--- config.mk ---
export PLATFORM = sky130hd
export DESIGN_NAME = spi_slave_param
export DESIGN_NICKNAME = d
export VERILOG_FILES = /design/src/rtl/spi_slave_param.sv
export SDC_FILE = /design/constraint.sdc
export NUM_CORES = 1
export LEC_CHECK = 0
export CAP_MARGIN = 20
export CORE_ASPECT_RATIO = 1.1
export CORE_MARGIN = 5
export CORE_UTILIZATION = 53
export DETAILED_ROUTE_END_ITERATION = 8
export PLACE_DENSITY = 0.83
export SYNTH_ARGS = -nofsm -noshare
export SYNTH_HDL_FRONTEND = slang
export SYNTH_SLANG_ARGS = --single-unit
--- constraint.sdc ---
create_clock -name clk -period 1.98 [get_ports clk]
set_input_delay 0.495 -clock clk [delete_from_list [all_inputs] [get_ports clk]]
set_output_delay 0.495 -clock clk [all_outputs]
set_load 0.02 [all_outputs]
--- src/rtl/spi_slave_param.sv ---
// SPI slave bridging a serial master to the single-port RAM rx/tx handshake.
// Define SPI_SLAVE_PARITY_EN to append an even-parity bit to both directions.
module spi_slave_param #(
   parameter int DATA_W = 8
) (
   input  logic              clk,
   input  logic              rst,
   input  logic              SS_n,
   input  logic              MOSI,
   input  logic              tx_valid,
   input  logic [DATA_W-1:0] tx_data,
   output logic              MISO,
   output logic              rx_valid,
   output logic [DATA_W+1:0] rx_data,
   output logic              busy,
   output logic              frame_err
);
   localparam int N  = DATA_W + 2;
`ifdef SPI_SLAVE_PARITY_EN
   localparam int FL  = N + 1;
   localparam int TXL = DATA_W + 1;
`else
   localparam int FL  = N;
   localparam int TXL = DATA_W;
`endif
   localparam int CW = $clog2(FL + 1);
   localparam int TW = $clog2(TXL + 1);

   typedef enum logic [2:0] {IDLE, CHK_CMD, WRITE, READ_ADD, READ_DATA} state_t;
   state_t state, state_nxt;

   logic [CW-1:0]  bit_cnt;
   logic [FL-2:0]  shreg;
   logic           done;
   logic           rd_pend;
   logic           rd_arm;
   logic [TXL-1:0] tx_sh;
   logic [TW-1:0]  tx_cnt;

   logic [FL-1:0]  full;
   logic [N-1:0]   fw;
   logic [1:0]     cmd;
   logic [TXL-1:0] tx_word;
   logic in_frame, bit_in, last_bit, cmd_ok, par_ok, frame_ok;
   logic tx_busy, tx_load, abort;

   assign busy = (state != IDLE);

   always_comb begin
      full     = {shreg, MOSI};
      fw       = full[FL-1 -: N];
      cmd      = fw[N-1:N-2];
      in_frame = (state != IDLE);
      bit_in   = in_frame && !done;
      last_bit = bit_in && (state != CHK_CMD) && (bit_cnt == CW'(FL-1));
      cmd_ok   = !cmd[1];
      case (state)
         READ_ADD:  cmd_ok = (cmd == 2'b10);
         READ_DATA: cmd_ok = (cmd == 2'b11);
         default:   cmd_ok = !cmd[1];
      endcase
`ifdef SPI_SLAVE_PARITY_EN
      par_ok  = ~^full;
      tx_word = {tx_data, ^tx_data};
`else
      par_ok  = 1'b1;
      tx_word = tx_data;
`endif
      frame_ok = last_bit && cmd_ok && par_ok;
      tx_busy  = (tx_cnt != '0);
      tx_load  = rd_arm && tx_valid && !SS_n;
      // A completed frame may still be cut short while the reply is shifting out
      abort    = in_frame && SS_n && !last_bit && (!done || tx_busy);
   end

   always_comb begin
      state_nxt = state;
      if (state == IDLE) begin
         if (!SS_n) state_nxt = CHK_CMD;
      end else if (SS_n) begin
         state_nxt = IDLE;
      end else if (state == CHK_CMD) begin
         if (!MOSI)        state_nxt = WRITE;
         else if (rd_pend) state_nxt = READ_DATA;
         else              state_nxt = READ_ADD;
      end
   end

   always_ff @(posedge clk) begin
      if (rst) begin
         state     <= IDLE;
         bit_cnt   <= '0;
         shreg     <= '0;
         done      <= 1'b0;
         rd_pend   <= 1'b0;
         rd_arm    <= 1'b0;
         tx_sh     <= '0;
         tx_cnt    <= '0;
         MISO      <= 1'b0;
         rx_valid  <= 1'b0;
         rx_data   <= '0;
         frame_err <= 1'b0;
      end else begin
         state     <= state_nxt;
         rx_valid  <= frame_ok;
         frame_err <= abort || (last_bit && !frame_ok);

         if (state == IDLE) begin
            bit_cnt <= '0;
            done    <= 1'b0;
         end else if (bit_in) begin
            shreg   <= full[FL-2:0];
            bit_cnt <= bit_cnt + 1'b1;
            if (last_bit) done <= 1'b1;
         end

         if (frame_ok) begin
            rx_data <= fw;
            if (state == READ_ADD)       rd_pend <= 1'b1;
            else if (state == READ_DATA) rd_pend <= 1'b0;
         end

         if (state_nxt == IDLE) begin
            tx_cnt <= '0;
            MISO   <= 1'b0;
            rd_arm <= 1'b0;
         end else if (tx_load) begin
            MISO   <= tx_word[TXL-1];
            tx_sh  <= tx_word << 1;
            tx_cnt <= TW'(TXL-1);
            rd_arm <= 1'b0;
         end else if (tx_busy) begin
            MISO   <= tx_sh[TXL-1];
            tx_sh  <= tx_sh << 1;
            tx_cnt <= tx_cnt - 1'b1;
         end else begin
            MISO <= 1'b0;
            // Only a valid read-data frame arms the single reply load
            if (frame_ok && state == READ_DATA) rd_arm <= 1'b1;
         end
      end
   end
endmodule
run_1/gates.png
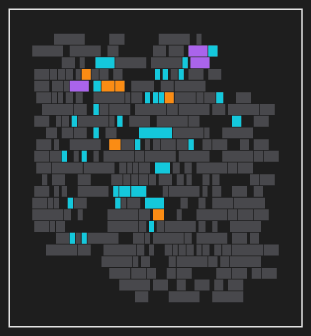
color	family	cells	most used
purple	fa/ha/maj cells	3	ha_1
cyan	nor cells	31	nor2_1
orange	and/or cells	6	or2_2

run_1/congestion_map.png
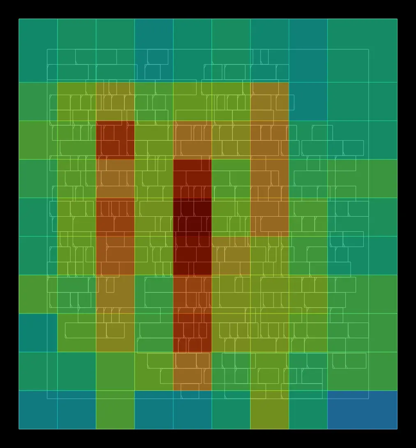
M3 GR Usage: 4.13%
met1 Resource Use GR: 18.9%
Avg WL per Cell: 12.4 µm
global route hottest layer: met2

==> impl_metrics.csv, run 1 <==
group,metric,value,unit
outcome,outcome,"finished clean",
synth,synth_warnings,0,
cells_and_area,final_common_cell,"dfxtp_1",
worst_setup_path,crit_path_max_fanout,8,
timing,grt_setup_unrepaired,"no",
cells_and_area,syn_to_final_growth,21.4,%
place,place_hpwl,2.71,mm
synth,syn_area_per_cell,8.86,µm²
clock_network,clk_path_buf_depth,2,
place,gp_congestion,0.808,
synth,synth_cell_types,39,
clock_network,numCtsBuffers,5,
job,warning_count,27,
timing,setup_violations,0,
synth,yosys_cells,219,
power,p_int,1.18,mW
worst_setup_path,critical_path_class,"reg -> out",
cells_and_area,fill_cells,298,
clock_network,clk_transition_reported_paths,0.09,ns
cells_and_area,lay_top_cells,"dfxtp_1, nand2_1, clkdlybuf4s50_1",
cells_and_area,layout.nets,264,
power,powerDensity,663,mW/mm²
clock_network,clock_latency,0.30,ns
floorplanning,ios,27,
synth,fp_nets,235,
worst_setup_path,r2r-start,"bit_cnt[0]",
cells_and_area,n_antenna_cell,0,
global_routing,antenna_found_initial,0,
global_routing,grt_pass1_vias,1426,
worst_setup_path,reg2reg_depth,5,
timing,period_minus_slack,1.78,ns
route,via_per_inst,5.16,
route,dr.max_layer_used,"met4",
clock_network,cts_tree,"done",
place,io_buffer_count,26,
worst_setup_path,cp.arrival,1.29,ns
timing,slew_violations,0,
place,dp_cells,291,
power,p_leak,0.791,nW
timing,final-hold-violation-count,0,
route,drc,0,
synth,synth-edff-count,0,
power,p_seq_share,56.4,%
worst_setup_path,r2r_slack,0.21,ns
power,peakVddDrop,0.400,mV
route,first_pass_iters,4,
timing,skew,0.00861,ns
min_path,hold_path_class,"reg -> reg",
timing,fin_crit_sh,90.1,%
cells_and_area,drive_above_1_share,12.0,%
synth,synthesis.area,0.00194,mm²
power,p_sw_share,24.3,%
power,p_comb_share,7.3,%
cells_and_area,fin_cells,299,
floorplanning,die_h,73.4,µm
place,placed_cell_area,0.00225,mm²
synth,yosysTopAreaCell,"dfxtp_1",
clock_network,cts_root_buffer,"clkbuf_8",
global_routing,overflow,0,
floorplanning,num_rows,23,
synth,synthCells,219,
global_routing,grt_max_degree,21,
worst_setup_path,worstSetupStartpointType,"flop",
route,drt.antenna.violating_nets,0,
worst_setup_path,cp.required,1.48,ns
power,power_frac_clock,36.3,%
synth,ys.flop_type,"dfxtp_1",
min_path,hold_depth,2,
global_routing,grtUsageTotal,16.5,%
timing,slew_headroom,62.9,%
route,drt-met1-wl,1.59,mm
route,wl_met3,208,µm
synth,top_cell_area_share,44.4,%
route,totalWireLength,3.70,mm
power,power.switching,0.379,mW
synth,synth.yosys.seq_area_share,44.4,%
route,drtIter0Drc,92,
min_path,holdPathEnd,"shreg[5]",
timing,fmax,0.561,GHz
synth,topCellsByArea,"dfxtp_1, nand2b_1, nand2_1",
clock_network,htree_num_levels,2,
route,wl_met2,1.85,mm
worst_setup_path,critPathCaptureType,"output port",
floorplanning,fp.coreArea,0.00360,mm²
run_1/closeup.png
Bar = 10 µm. Region (4, 6) to (29, 31) µm. Cells in gray, sequential cells in the stronger gray; small squares are vias.
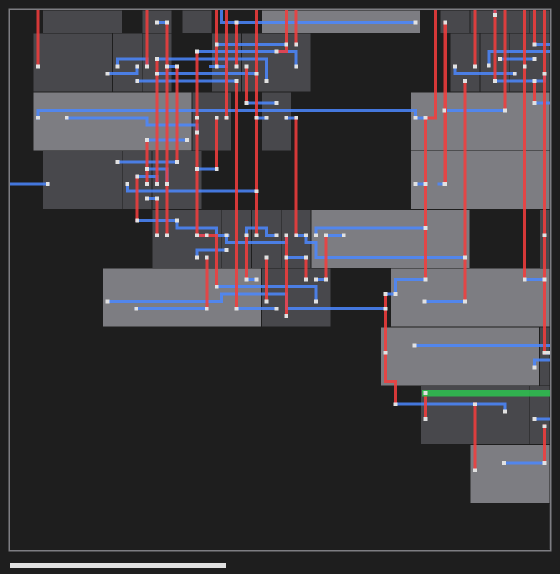
color	layer
red	M2
blue	M1
green	M3
most frequent	dfxtp_1 (7), nand2_1 (5), nor2_1 (4)
netlist names of flops here include	`state` (3), `tx_sh` (3)
cells with their middle in the window	27
sequential cells in the window	8

run 1: timing repair:
action | in CTS | in global routing
buffers inserted | 0 | 0
gates resized | 3 | 0
hold buffers | 0 | 0
endpoints found under the setup margin | 1 | 0
run 1: cells by family after synthesis:
kind of cell | Yosys count | share of synthesized area (%)
AND-OR/OR-AND | 47 | 15.8
XOR/XNOR | 4 | 1.81
AND/OR/NAND/NOR | 93 | 26.2
flip-flops | 43 | 44.4
adder cells (fa/ha/maj) | 3 | 1.94
buffers and inverters | 20 | 5.23
multiplexers | 9 | 4.65
run 1: power by group through the flow:
stage	Clock, mW	Sequential, mW	Combinational (mW)
floorplan	0	0.899	0.0618
global placement	0	0.900	0.112
detailed placement	0	0.900	0.114
CTS	0.584	0.880	0.114
global route	0.611	0.882	0.123
finish	0.567	0.880	0.113
run 1: Yosys cell counts (2+ instances only):
cell type and instances:
a311oi_1 7, nor2b_1 2, or2_2 2, nand2b_1 22
nor2_1 21, nand2_1 28, nand3_1 2, mux2i_1 9
clkbuf_1 9, o21ai_0 11, dfxtp_1 43, inv_1 7
ha_1 3, nor3b_2 2, buf_2 2, a21oi_1 19
a31oi_1 2, nor3_1 3, xnor2_1 3, nand3b_1 3
run 1: through the flow:
step                      power [mW]  setup slack [ns]  hold slack, ns  util [%]
final                           1.56             0.196           0.467      65.4
after global routing            1.62             0.108           0.477      65.4
after CTS                       1.58             0.175           0.468      65.4
after detailed placement        1.01             0.171           0.456      62.7
after global placement          1.01             0.235           0.452      62.7
after floorplan                0.961             0.392           0.442         -
run 1: worst max path at each step:
stage                     startpoint         end  slack [ns]  cells past startpoint
after detailed placement        SS_n    tx_sh[3]        0.17                      6
after global routing      bit_cnt[0]  rx_data[0]        0.11                      5
after CTS                   state[0]        busy        0.17                      3
after global placement      state[0]        busy        0.23                      3
final                       state[0]        busy        0.20                      3
after floorplan             state[1]        busy        0.39                      4
run 1: critical path, cell delays in order, from the launching register on:
cell	delay [ns]
dfxtp_1	0.38
nor3_2	0.24
inv_1	0.06
dlygate4sd2_1	0.32
run 1: final cells by class:
type	count	area [µm²]	area share, %
timing repair buffer	35	327	13.9
multi-input combinational	156	982	41.7
inverter	7	26.3	1.12
sequential	43	862	36.6
clock buffer	5	68.8	2.92
tap	50	62.6	2.66
clock inverter	3	25.0	1.06
run 1: routing by layer:
layer / track usage [%] / up-vias
met3: 4.13 / 5
met2: 29.2 / 41
met4: 6.08 / 0
met1: 18.9 / 699
met5: 0 / -
li1: - / 798
run 1: flip-flops by register name, indices dropped and copies added (netlist names):
| register | count |
|---|---|
| state | 3 |
| shreg | 9 |
| bit_cnt | 4 |
| tx_sh | 7 |
| done | 1 |
| rd_pend | 1 |
| rx_data | 10 |
| tx_cnt | 4 |
| MISO | 1 |
| rx_valid | 1 |
| rd_arm | 1 |
| frame_err | 1 |
run_1/ff_map.png
Bar = 20 µm. Other sequential cells in the stronger gray, the rest of the logic in the fainter gray.
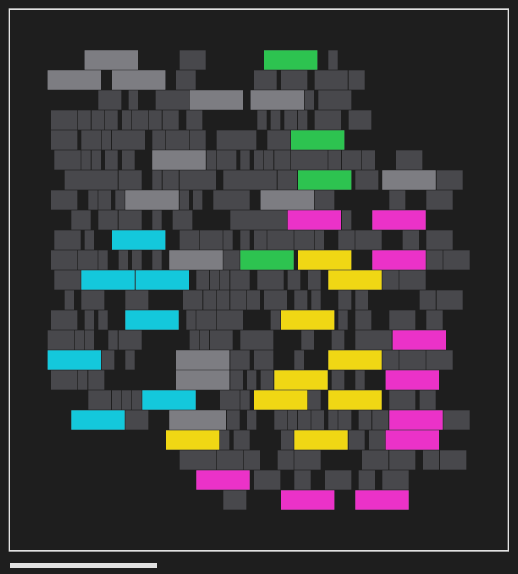

## Run 2: what changed since run 1
Settings changed: CORE_ASPECT_RATIO 1.1 to default, RECOVER_POWER from default to 100.
run_2/ff_map.png
Bar = 20 µm. Other sequential cells in the stronger gray, the rest of the logic in the fainter gray.
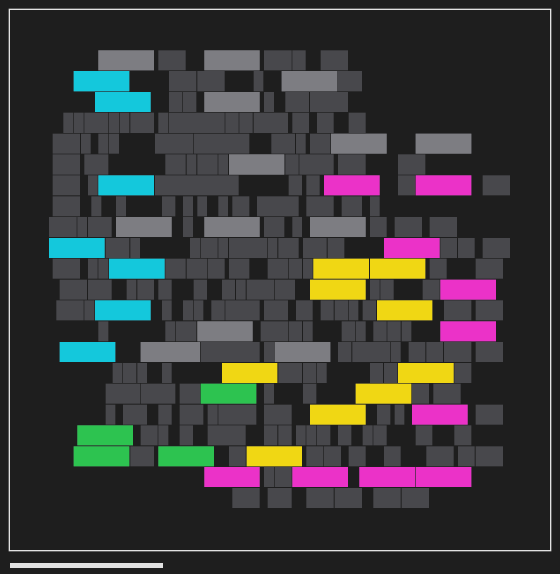
color	signal	placed flops
cyan	`tx_sh`	7
magenta	`rx_data`	10
yellow	`shreg`	9
green	`bit_cnt`	4
not colored	13

run_2/closeup.png
Bar = 10 µm. Region (5, 5) to (30, 30) µm. Cells in gray, sequential cells in the stronger gray; small squares are vias.
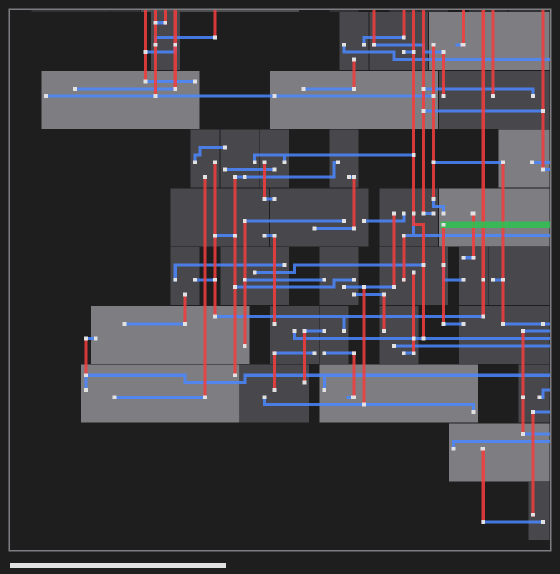
color	layer
blue	M1
red	M2
green	M3
netlist names of flops here include	`bit_cnt` (4), `state` (2)
most frequent	nor2_1 (7), dfxtp_1 (7)
cells with their middle in the window	31
sequential cells in the window	8

==> impl_metrics.csv, run 2 <==
group,metric,value,unit
clock_network,htree_num_levels,2,
power,peakVddDrop,0.455,mV
power,powerDensity,724,mW/mm²
synth,synthCells,219,
clock_network,clk_transition_reported_paths,0.08,ns
timing,grt_setup_unrepaired,"no",
global_routing,grt_pass1_wl,6.35,mm
cells_and_area,fin_cells,296,
clock_network,clock_latency,0.30,ns
synth,aoi_share,15.8,%
route,first_pass_iters,4,
timing,final-hold-violation-count,0,
cells_and_area,final_common_cell,"dfxtp_1",
global_routing,grtUsageTotal,15.7,%
floorplanning,fp.coreArea,0.00361,mm²
cells_and_area,drive_above_1_share,10.1,%
cells_and_area,layout.nets,263,
synth,synth_cell_types,39,
clock_network,cts_tree,"done",
synth,yosysTopAreaCell,"dfxtp_1",
synth,topCombFamilyByArea,"simple AND/OR/NAND/NOR gates",
synth,syn_area_per_cell,8.86,µm²
synth,synth.yosys.seq_area_share,44.4,%
cells_and_area,reg_top3,"rx_data (10), shreg (9), tx_sh (7)",
synth,xor_share,1.81,%
min_path,hold_path_class,"reg -> reg",
worst_setup_path,critical_path_class,"reg -> out",
clock_network,cts_root_buffer,"clkbuf_8",
floorplanning,die_h,70.5,µm
worst_setup_path,r2r-start,"state[0]",
timing,slew_headroom,64.2,%
synth,netlist_top_cells_count,"dfxtp_1, nand2_1, nand2b_1",
cells_and_area,top_register,"rx_data",
floorplanning,ios,27,
timing,setup_violations,0,
route,drc,0,
route,drtIter0Drc,103,
worst_setup_path,critical_path_depth,1,
worst_setup_path,crit_chain,"dlygate4sd3_1",
floorplanning,num_rows,22,
job,drv_cap,0,
power,p_leak,0.841,nW
cells_and_area,fill_cells,280,
worst_setup_path,worstSetupStartpointType,"flop",
timing,period_minus_slack,1.81,ns
synth,synth_warnings,0,
synth,yosysMostFrequentCell,"dfxtp_1",
place,io_buffer_count,26,
synth,synthMuxAreaShare,4.65,%
outcome,outcome,"finished clean",
clock_network,numCtsBuffers,5,
timing,skew,0.00604,ns
worst_setup_path,crit_buf_inv,1,
timing,fin_crit_sh,91.6,%
route,wire_per_inst,12.4,µm
synth,synth-edff-count,0,
place,dp_cells,288,
place,gp_congestion,0.848,
route,drt.antenna.violating_nets,0,
cells_and_area,lay_top_cells,"dfxtp_1, nand2_1, nand2b_1",
job,warning_count,27,
synth,fp_nets,235,
synth,topCellsByArea,"dfxtp_1, nand2b_1, nand2_1",
synth,yosys_cells,219,
clock_network,clk_path_buf_depth,2,
cells_and_area,final-comb-area,982,µm²
global_routing,overflow,0,
global_routing,antenna_found_initial,0,
worst_setup_path,reg2reg_depth,4,
synth,ys_sh_adder,1.94,%
worst_setup_path,cp.required,1.48,ns
timing,fmax,0.551,GHz
worst_setup_path,r2r_slack,0.23,ns
worst_setup_path,critPathCaptureType,"output port",
synth,synthesis.area,0.00194,mm²
cells_and_area,n_antenna_cell,0,
cells_and_area,syn_to_final_growth,21.7,%
worst_setup_path,critical-path-max-stage-delay,0.68,ns
cells_and_area,seqCellArea,862,µm²
global_routing,grt_max_degree,32,
min_path,holdPathEnd,"rx_data[6]",
route,via_per_inst,5.20,
synth,ys.flop_type,"dfxtp_1",
place,place_hpwl,2.62,mm
min_path,hold_depth,2,
worst_setup_path,crit_path_max_fanout,2,
synth,ys_sh_simple,26.2,%
global_routing,grt_pass1_vias,1472,
worst_setup_path,slowest_stage,"dlygate4sd3_1",
-- run 2: cell counts after synthesis --
Identical to the previous run, type by type.
-- run 2: area by class of cell --
type	count	share of cell area, %
clock buffer	6	3.50
clock inverter	2	1.64
inverter	7	1.11
multi-input combinational	156	41.6
sequential	43	36.5
tap	48	2.54
timing repair buffer	34	13.1
-- run 2: metal layers --
metal | vias to the layer above | GRT usage, % | routed length, µm
li1 | 795 | - | -
met3 | 6 | 4.32 | 188
met4 | 0 | 5.74 | 55
met2 | 34 | 27.3 | 1760
met5 | - | 0 | 0
met1 | 703 | 18.2 | 1680
-- run 2: logic make-up after synthesis --
group | after synthesis
AOI/OAI and AO/OA | 47
xor gates and xnor gates | 4
adders and majority gates | 3
buffers and inverters | 20
DFF | 43
muxes | 9
and+or+nand+nor | 93
-- run 2: worst max-delay path by stage --
stage               start         end
2_1_floorplan    state[1]        busy
6_report       rx_data[4]  rx_data[4]
3_3_place_gp     tx_valid    tx_sh[7]
4_1_cts          state[0]        busy
5_1_grt          state[0]        busy
3_5_place_dp         SS_n    tx_sh[5]
-- run 2: through the flow --
stage	setup slack, ns	cell area [µm²]	power, mW	utilization (%)	hold slack (ns)
floorplan	0.392	1940	0.961	-	0.442
global placement	0.217	2240	1.01	62.2	0.452
detailed placement	0.143	2240	1.01	62.2	0.459
CTS	0.188	2370	1.73	65.8	0.468
global route	0.100	2360	1.77	65.5	0.494
finish	0.165	2360	1.71	65.5	0.469
-- run 2: where the power goes --
part / total, mW / internal (mW) / leakage (nW) / switching (mW)
registers: 0.880 / 0.872 / 0.347 / 0.00741
logic: 0.108 / 0.0514 / 0.432 / 0.0566
clock network: 0.723 / 0.415 / 0.0618 / 0.308
total: 1.71 / 1.34 / 0.841 / 0.372
-- run 2: worst reg2reg max path: stages (launching register included) --
cell and delay (ns):
dfxtp_1 0.38, nor3_2 0.25, clkbuf_1 0.41, or2_0 0.47, nor2_1 0.11
-- run 2: timing repair --
| action | CTS | global route |
|---|---|---|
| hold buffers | 0 | 0 |
| setup buffers | 0 | 0 |
| endpoints found under the hold margin | 0 | 0 |
| gates resized | 3 | 0 |
| setup endpoints to repair | 1 | 0 |
No activity file was given, so power comes from the tool's default toggle rates.
